### config.mk
export PLATFORM = sky130hd
export DESIGN_NAME = axis_mean_square_flat
export DESIGN_NICKNAME = d
export VERILOG_FILES = /design/src/rtl/axis_mean_square_pkg.sv /design/src/rtl/axis_mean_square_if.sv /design/src/rtl/axis_mean_square_acc.sv /design/src/rtl/axis_mean_square.sv /design/src/flat_wrapper.sv
export SDC_FILE = /design/constraint.sdc
export NUM_CORES = 2
export LEC_CHECK = 0
export ABC_AREA = 1
export ABC_CLOCK_PERIOD_IN_PS = 6950
export CAP_MARGIN = 10
export CELL_PAD_IN_SITES_DETAIL_PLACEMENT = 0
export CELL_PAD_IN_SITES_GLOBAL_PLACEMENT = 2
export CORE_MARGIN = 2
export CORE_UTILIZATION = 25
export CTS_BUF_LIST = sky130_fd_sc_hd__clkbuf_16
export DETAILED_ROUTE_END_ITERATION = 7
export GPL_TIMING_DRIVEN = 0
export PLACE_DENSITY = 0.67
export SYNTH_ARGS = -nofsm -noshare
export SYNTH_HDL_FRONTEND = slang
export SYNTH_SLANG_ARGS = --single-unit
### constraint.sdc
create_clock -name clk -period 6.95 [get_ports clk]
set_clock_uncertainty 0.15 [all_clocks]
set_input_delay 1.39 -clock clk [delete_from_list [all_inputs] [get_ports clk]]
set_output_delay 1.39 -clock clk [all_outputs]
set_load 0.02 [all_outputs]
### src/rtl/axis_mean_square_pkg.sv
// Shared DSP types and format helpers for the mean-square estimator.
package axis_mean_square_pkg;

    localparam int DEF_SAMPLE_WIDTH     = 16;
    localparam int DEF_PARALLEL_SAMPLES = 2;
    localparam int DEF_SAMPLE_FRAC_BITS = 14;
    localparam int DEF_MAX_LOG2_WINDOW  = 8;

    typedef logic signed [DEF_SAMPLE_WIDTH-1:0]   sample_t;
    typedef logic signed [2*DEF_SAMPLE_WIDTH-1:0] product_t;

    // Fractional bits of a squared sample once it is narrowed back to the sample width.
    function automatic int out_frac_bits(input int sample_width, input int frac_bits);
        return sample_width - 2 * (sample_width - frac_bits);
    endfunction

endpackage

### src/rtl/axis_mean_square_if.sv
// Minimal AXI-stream handshake bundle: valid/ready plus a data word.
interface Axis_If #(
    parameter int WIDTH = 16
) ();
    logic             valid;
    logic             ready;
    logic [WIDTH-1:0] data;

    modport master (output valid, output data, input ready);
    modport slave  (input valid, input data, output ready);
endinterface

### src/rtl/axis_mean_square_acc.sv
// Stage-2 beat summation, windowed accumulation and the registered averaged output.
module axis_mean_square_acc
    import axis_mean_square_pkg::*;
#(
    parameter int SAMPLE_WIDTH     = DEF_SAMPLE_WIDTH,
    parameter int PARALLEL_SAMPLES = DEF_PARALLEL_SAMPLES,
    parameter int MAX_LOG2_WINDOW  = DEF_MAX_LOG2_WINDOW,
    parameter int BASE_SHIFT       = DEF_SAMPLE_WIDTH,
    parameter int WIN_SEL_WIDTH    = $clog2(DEF_MAX_LOG2_WINDOW + 1)
) (
    input  logic                                     clk,
    input  logic                                     reset,
    input  logic                                     stall,
    input  logic                                     s1_valid,
    input  logic [2*SAMPLE_WIDTH*PARALLEL_SAMPLES-1:0] s1_prod,
    input  logic [WIN_SEL_WIDTH-1:0]                 log2_window,
    output logic                                     out_valid,
    output logic [SAMPLE_WIDTH-1:0]                  out_data
);
    localparam int PROD_W   = 2 * SAMPLE_WIDTH;
    localparam int PAR_LOG2 = $clog2(PARALLEL_SAMPLES);
    localparam int SUM_W    = PROD_W + PAR_LOG2;
    localparam int ACC_W    = SUM_W + MAX_LOG2_WINDOW;
    localparam int CNT_W    = MAX_LOG2_WINDOW;

    logic [SUM_W-1:0]         beat_sum_s;
    logic [ACC_W-1:0]         total_s;
    logic [ACC_W-1:0]         acc_r;
    logic [CNT_W-1:0]         count_r;
    logic [CNT_W-1:0]         last_count_s;
    logic [WIN_SEL_WIDTH-1:0] win_l_r;
    logic [WIN_SEL_WIDTH-1:0] win_req_s;
    logic [WIN_SEL_WIDTH-1:0] win_cur_s;
    logic                     is_last_s;
    logic [SAMPLE_WIDTH-1:0]  result_s;
    logic                     out_valid_r;
    logic [SAMPLE_WIDTH-1:0]  out_data_r;

    // Beat sum, effective window length and the averaged result for a closing window.
    always_comb begin
        beat_sum_s = '0;
        for (int i = 0; i < PARALLEL_SAMPLES; i++) begin
            beat_sum_s = beat_sum_s + SUM_W'(s1_prod[i*PROD_W +: PROD_W]);
        end
        if (log2_window > WIN_SEL_WIDTH'(MAX_LOG2_WINDOW)) begin
            win_req_s = WIN_SEL_WIDTH'(MAX_LOG2_WINDOW);
        end else begin
            win_req_s = log2_window;
        end
        // The first beat of a window uses the live select; later beats use the latched one.
        if (count_r == '0) begin
            win_cur_s = win_req_s;
        end else begin
            win_cur_s = win_l_r;
        end
        last_count_s = CNT_W'((33'd1 << win_cur_s) - 33'd1);
        is_last_s    = (count_r == last_count_s);
        total_s      = acc_r + ACC_W'(beat_sum_s);
        result_s     = SAMPLE_WIDTH'(total_s >> (BASE_SHIFT + PAR_LOG2 + int'(win_cur_s)));
    end

    // Accumulator, beat counter, window latch and output register; all hold on stall.
    always_ff @(posedge clk) begin
        if (reset) begin
            acc_r       <= '0;
            count_r     <= '0;
            win_l_r     <= '0;
            out_valid_r <= 1'b0;
            out_data_r  <= '0;
        end else if (!stall) begin
            out_valid_r <= s1_valid && is_last_s;
            if (s1_valid) begin
                if (count_r == '0) begin
                    win_l_r <= win_req_s;
                end
                if (is_last_s) begin
                    out_data_r <= result_s;
                    acc_r      <= '0;
                    count_r    <= '0;
                end else begin
                    acc_r      <= total_s;
                    count_r    <= count_r + CNT_W'(1);
                end
            end
        end
    end

    assign out_valid = out_valid_r;
    assign out_data  = out_data_r;

endmodule

### src/rtl/axis_mean_square.sv
// AXI-stream mean-square estimator: squares each sample, then averages over 2^log2_window beats.
module axis_mean_square
    import axis_mean_square_pkg::*;
#(
    parameter int SAMPLE_WIDTH     = DEF_SAMPLE_WIDTH,
    parameter int PARALLEL_SAMPLES = DEF_PARALLEL_SAMPLES,
    parameter int SAMPLE_FRAC_BITS = DEF_SAMPLE_FRAC_BITS,
    parameter int MAX_LOG2_WINDOW  = DEF_MAX_LOG2_WINDOW,
    parameter int WIN_SEL_WIDTH    = $clog2(MAX_LOG2_WINDOW + 1)
) (
    input  logic                     clk,
    input  logic                     reset,
    input  logic [WIN_SEL_WIDTH-1:0] log2_window,
    Axis_If.slave                    data_in,
    Axis_If.master                   data_out
);
    localparam int PROD_W = 2 * SAMPLE_WIDTH;
    // Shift that maps the squared format (2F fractional bits) onto the output format.
    localparam int BASE_SHIFT = 2 * SAMPLE_FRAC_BITS - out_frac_bits(SAMPLE_WIDTH, SAMPLE_FRAC_BITS);

    logic                               stall_s;
    logic                               in_ok_s;
    logic [PROD_W*PARALLEL_SAMPLES-1:0] prod_s;
    logic [PROD_W*PARALLEL_SAMPLES-1:0] s1_prod_r;
    logic                               s1_valid_r;
    logic                               out_valid_s;
    logic [SAMPLE_WIDTH-1:0]            out_data_s;

    function automatic logic [PROD_W-1:0] square(input logic signed [SAMPLE_WIDTH-1:0] x);
        logic signed [PROD_W-1:0] xe;
        xe = PROD_W'(x);
        return xe * xe;
    endfunction

    assign stall_s       = out_valid_s && !data_out.ready;
    assign data_in.ready = !reset && !stall_s;
    assign in_ok_s       = data_in.valid && data_in.ready;

    // Full-precision square of every sample in the incoming beat.
    always_comb begin
        prod_s = '0;
        for (int i = 0; i < PARALLEL_SAMPLES; i++) begin
            prod_s[i*PROD_W +: PROD_W] = square(data_in.data[i*SAMPLE_WIDTH +: SAMPLE_WIDTH]);
        end
    end

    // Stage-1 product register with its valid flag.
    always_ff @(posedge clk) begin
        if (reset) begin
            s1_valid_r <= 1'b0;
            s1_prod_r  <= '0;
        end else if (!stall_s) begin
            s1_valid_r <= in_ok_s;
            if (in_ok_s) begin
                s1_prod_r <= prod_s;
            end
        end
    end

    axis_mean_square_acc #(
        .SAMPLE_WIDTH     (SAMPLE_WIDTH),
        .PARALLEL_SAMPLES (PARALLEL_SAMPLES),
        .MAX_LOG2_WINDOW  (MAX_LOG2_WINDOW),
        .BASE_SHIFT       (BASE_SHIFT),
        .WIN_SEL_WIDTH    (WIN_SEL_WIDTH)
    ) u_acc (
        .clk         (clk),
        .reset       (reset),
        .stall       (stall_s),
        .s1_valid    (s1_valid_r),
        .s1_prod     (s1_prod_r),
        .log2_window (log2_window),
        .out_valid   (out_valid_s),
        .out_data    (out_data_s)
    );

    assign data_out.valid = out_valid_s;
    assign data_out.data  = out_data_s;

endmodule

### src/flat_wrapper.sv
// flat-port wrapper written by rule: the top's interface ports become plain ports
module axis_mean_square_flat import axis_mean_square_pkg::*;
#(
    parameter int SAMPLE_WIDTH     = DEF_SAMPLE_WIDTH,
    parameter int PARALLEL_SAMPLES = DEF_PARALLEL_SAMPLES,
    parameter int SAMPLE_FRAC_BITS = DEF_SAMPLE_FRAC_BITS,
    parameter int MAX_LOG2_WINDOW  = DEF_MAX_LOG2_WINDOW,
    parameter int WIN_SEL_WIDTH    = $clog2(MAX_LOG2_WINDOW + 1)
)
  (clk, reset, log2_window, data_in_valid, data_in_data, data_in_ready, data_out_valid, data_out_data, data_out_ready);
  Axis_If #(.WIDTH((16)*(2))) data_in_i ();
  Axis_If #(.WIDTH((16))) data_out_i ();
  input  logic clk;
  input  logic reset;
  input  logic [WIN_SEL_WIDTH-1:0] log2_window;
  input wire logic [$bits(data_in_i.valid)-1:0] data_in_valid;
  input wire logic [$bits(data_in_i.data)-1:0] data_in_data;
  output wire logic [$bits(data_in_i.ready)-1:0] data_in_ready;
  output wire logic [$bits(data_out_i.valid)-1:0] data_out_valid;
  output wire logic [$bits(data_out_i.data)-1:0] data_out_data;
  input wire logic [$bits(data_out_i.ready)-1:0] data_out_ready;
  assign data_in_i.valid = data_in_valid;
  assign data_in_i.data = data_in_data;
  assign data_in_ready = data_in_i.ready;
  assign data_out_valid = data_out_i.valid;
  assign data_out_data = data_out_i.data;
  assign data_out_i.ready = data_out_ready;
  axis_mean_square #(.SAMPLE_WIDTH(SAMPLE_WIDTH), .PARALLEL_SAMPLES(PARALLEL_SAMPLES), .SAMPLE_FRAC_BITS(SAMPLE_FRAC_BITS), .MAX_LOG2_WINDOW(MAX_LOG2_WINDOW), .WIN_SEL_WIDTH(WIN_SEL_WIDTH)) u_core (.clk(clk), .reset(reset), .log2_window(log2_window), .data_in(data_in_i), .data_out(data_out_i));
endmodule
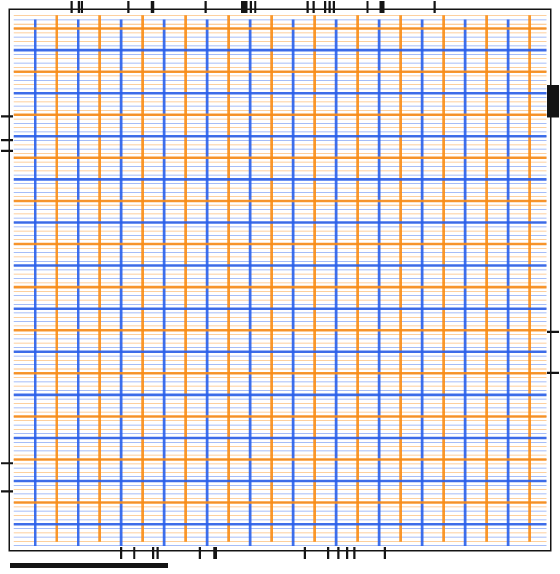
(power grid)
The bar under the picture is 100 µm long. Pins as bars on the die edge.
Key: orange = VDD; blue = VSS
24 straps on met5. The core has 123 rows. 24 straps on met4. 58 signal pins sit on the boundary. 124 met1 rails follow the rows.
Die Ht: 341 µm
Core Area: 112000 µm²
DIE WIDTH: 341 µm

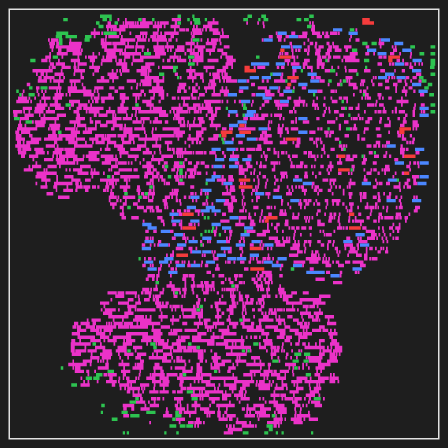
(placed cells, one colour a class)
Key: green = other buffers and delay cells [cells 198, share of their area 5.4%]; blue = flops [cells 133, share of their area 8.6%]; red = clock drivers and dummy loads [cells 32, share of their area 2.1%]; magenta = combinational and other logic [cells 3596, share of their area 84%]
Design Area, Final: 32800 µm²
flop share of the area: 8.11%
Core Util, Final: 29.2%
Cell Rows: 123

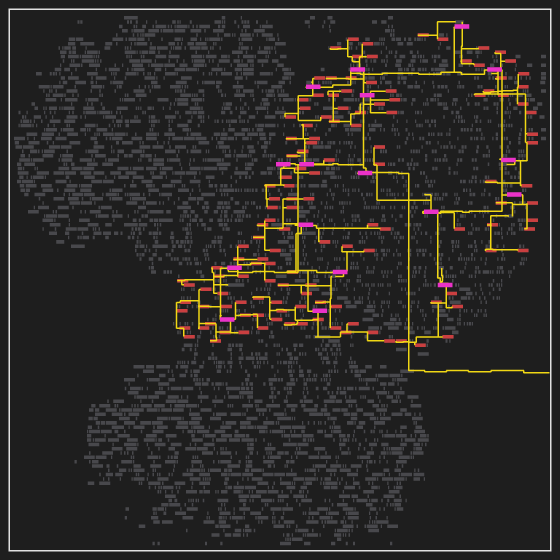
(clock network drawn from the DEF)
Key: red = flip-flops [count 133]; yellow = clock wires [length 2750 µm]; magenta = clock drivers [count 17]
There are 18 routed clock nets.
clk latency late pin: 490 ps

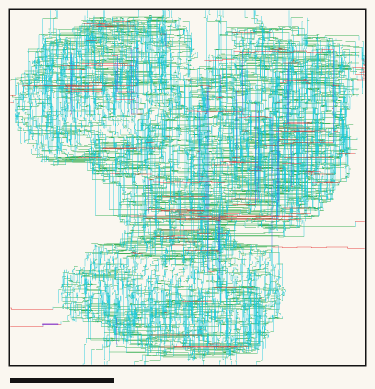
(signal wires by layer)
The bar under the picture is 100 µm long.
Key: blue = metal 4 [wire length 1570 µm]; purple = metal 5 [wire length 13.8 µm]; green = metal 1 [wire length 43.3 mm]; cyan = metal 2 [wire length 45.9 mm]; red = metal 3 [wire length 3150 µm]
gr usage total: 16.5%
Via Count: 23600
Routed Wire Length: 94.0 mm
drt wl/cell: 17.2 µm

==> results.txt <==
First-pass GRT wire length: 146 mm
Cell count along the critical path: 25
Final Setup Violations: 0
Clock slew at reported path FFs: 70 ps
Drt first-iter violations: 1111
Port bufs: 42
ANT cells: 0
Log Warnings: 35
Final Hold Viols: 0
GR Util met3: 1.96%
FF-to-FF setup slack: 2770 ps
Global route total overflow: 0
Initial antenna violation count: 3
Detail Route Antenna Nets: 0
Worst hold slack: 315 ps
Final WS setup: 186 ps
DP HPWL: 80.3 mm
Mux area share: 0%
Max_cap viols: 0
Largest register FFs: 62
Place WS: -1900 ps
Count leader, synth: inv_1
AO/OA Area Share: 6.85%
Post-Syn Area: 28400 µm²
Family with the most delay on the worst path: adder cells
CTS root buf: clkbuf_16
Seq_cells: 133
Status: completed
Top cells by area: fa_1 35%, inv_1 13%, nand2_1 12%, ha_1 9.5%, dfxtp_1 9.4%
Post-CTS Hold Fix Bufs: 0
Worst R2R Path Depth: 21
Vias per cell: 4.31
Post-synth EDFFs: 0
Critical Path End Type: flop
GRT busiest layer: met2
Layout Cells excl Fill: 5459
Area of the die: 116000 µm²
Top cells by count: 1001 x inv_1, 898 x nand2_1, 500 x fa_1
H-Tree Depth: 4
Max Clk Rate: 148 MHz
YS warnings: 0
Critical path launch point: data_in_data[18]
#MultiIn Comb: 2579
Synth flops: 133
Post-CTS Setup Bufs: 26
Fin Setup TNS: 0 ps
Final nets: 4701
1st-pass router iterations: 5
Comb/total area: 67.4%
Final GP Congestion: 0.843
Layout clock buffer count: 17
Initial Utilization: 25.2%
Main logic family: adder cells
Hold EP: u_core.s1_valid_r$_SDFFE_PP0N_
Num CTS Buffers: 17
Met2 Resource Use GR: 28.6%
WS Path Type: in2reg
Worst setup SP type: input pin
Register share after synthesis: 9.39%
Fa+ha+maj area frac: 44.8%
Reg2reg start: u_core.u_acc.count_r[0]$_SDFFE_PP0P_
Yosys stat chip area: 28400 µm²
Largest area class, layout: combinational gates
WHS Path Cells: 2
# DRC: 0
MI comb area: 22100 µm²
Max FO, Critical Path: 10
Grt met1 use: 22.0%
Post-Synth Simple-Gate Area: 21.3%
Data buffer area share: 5.09%
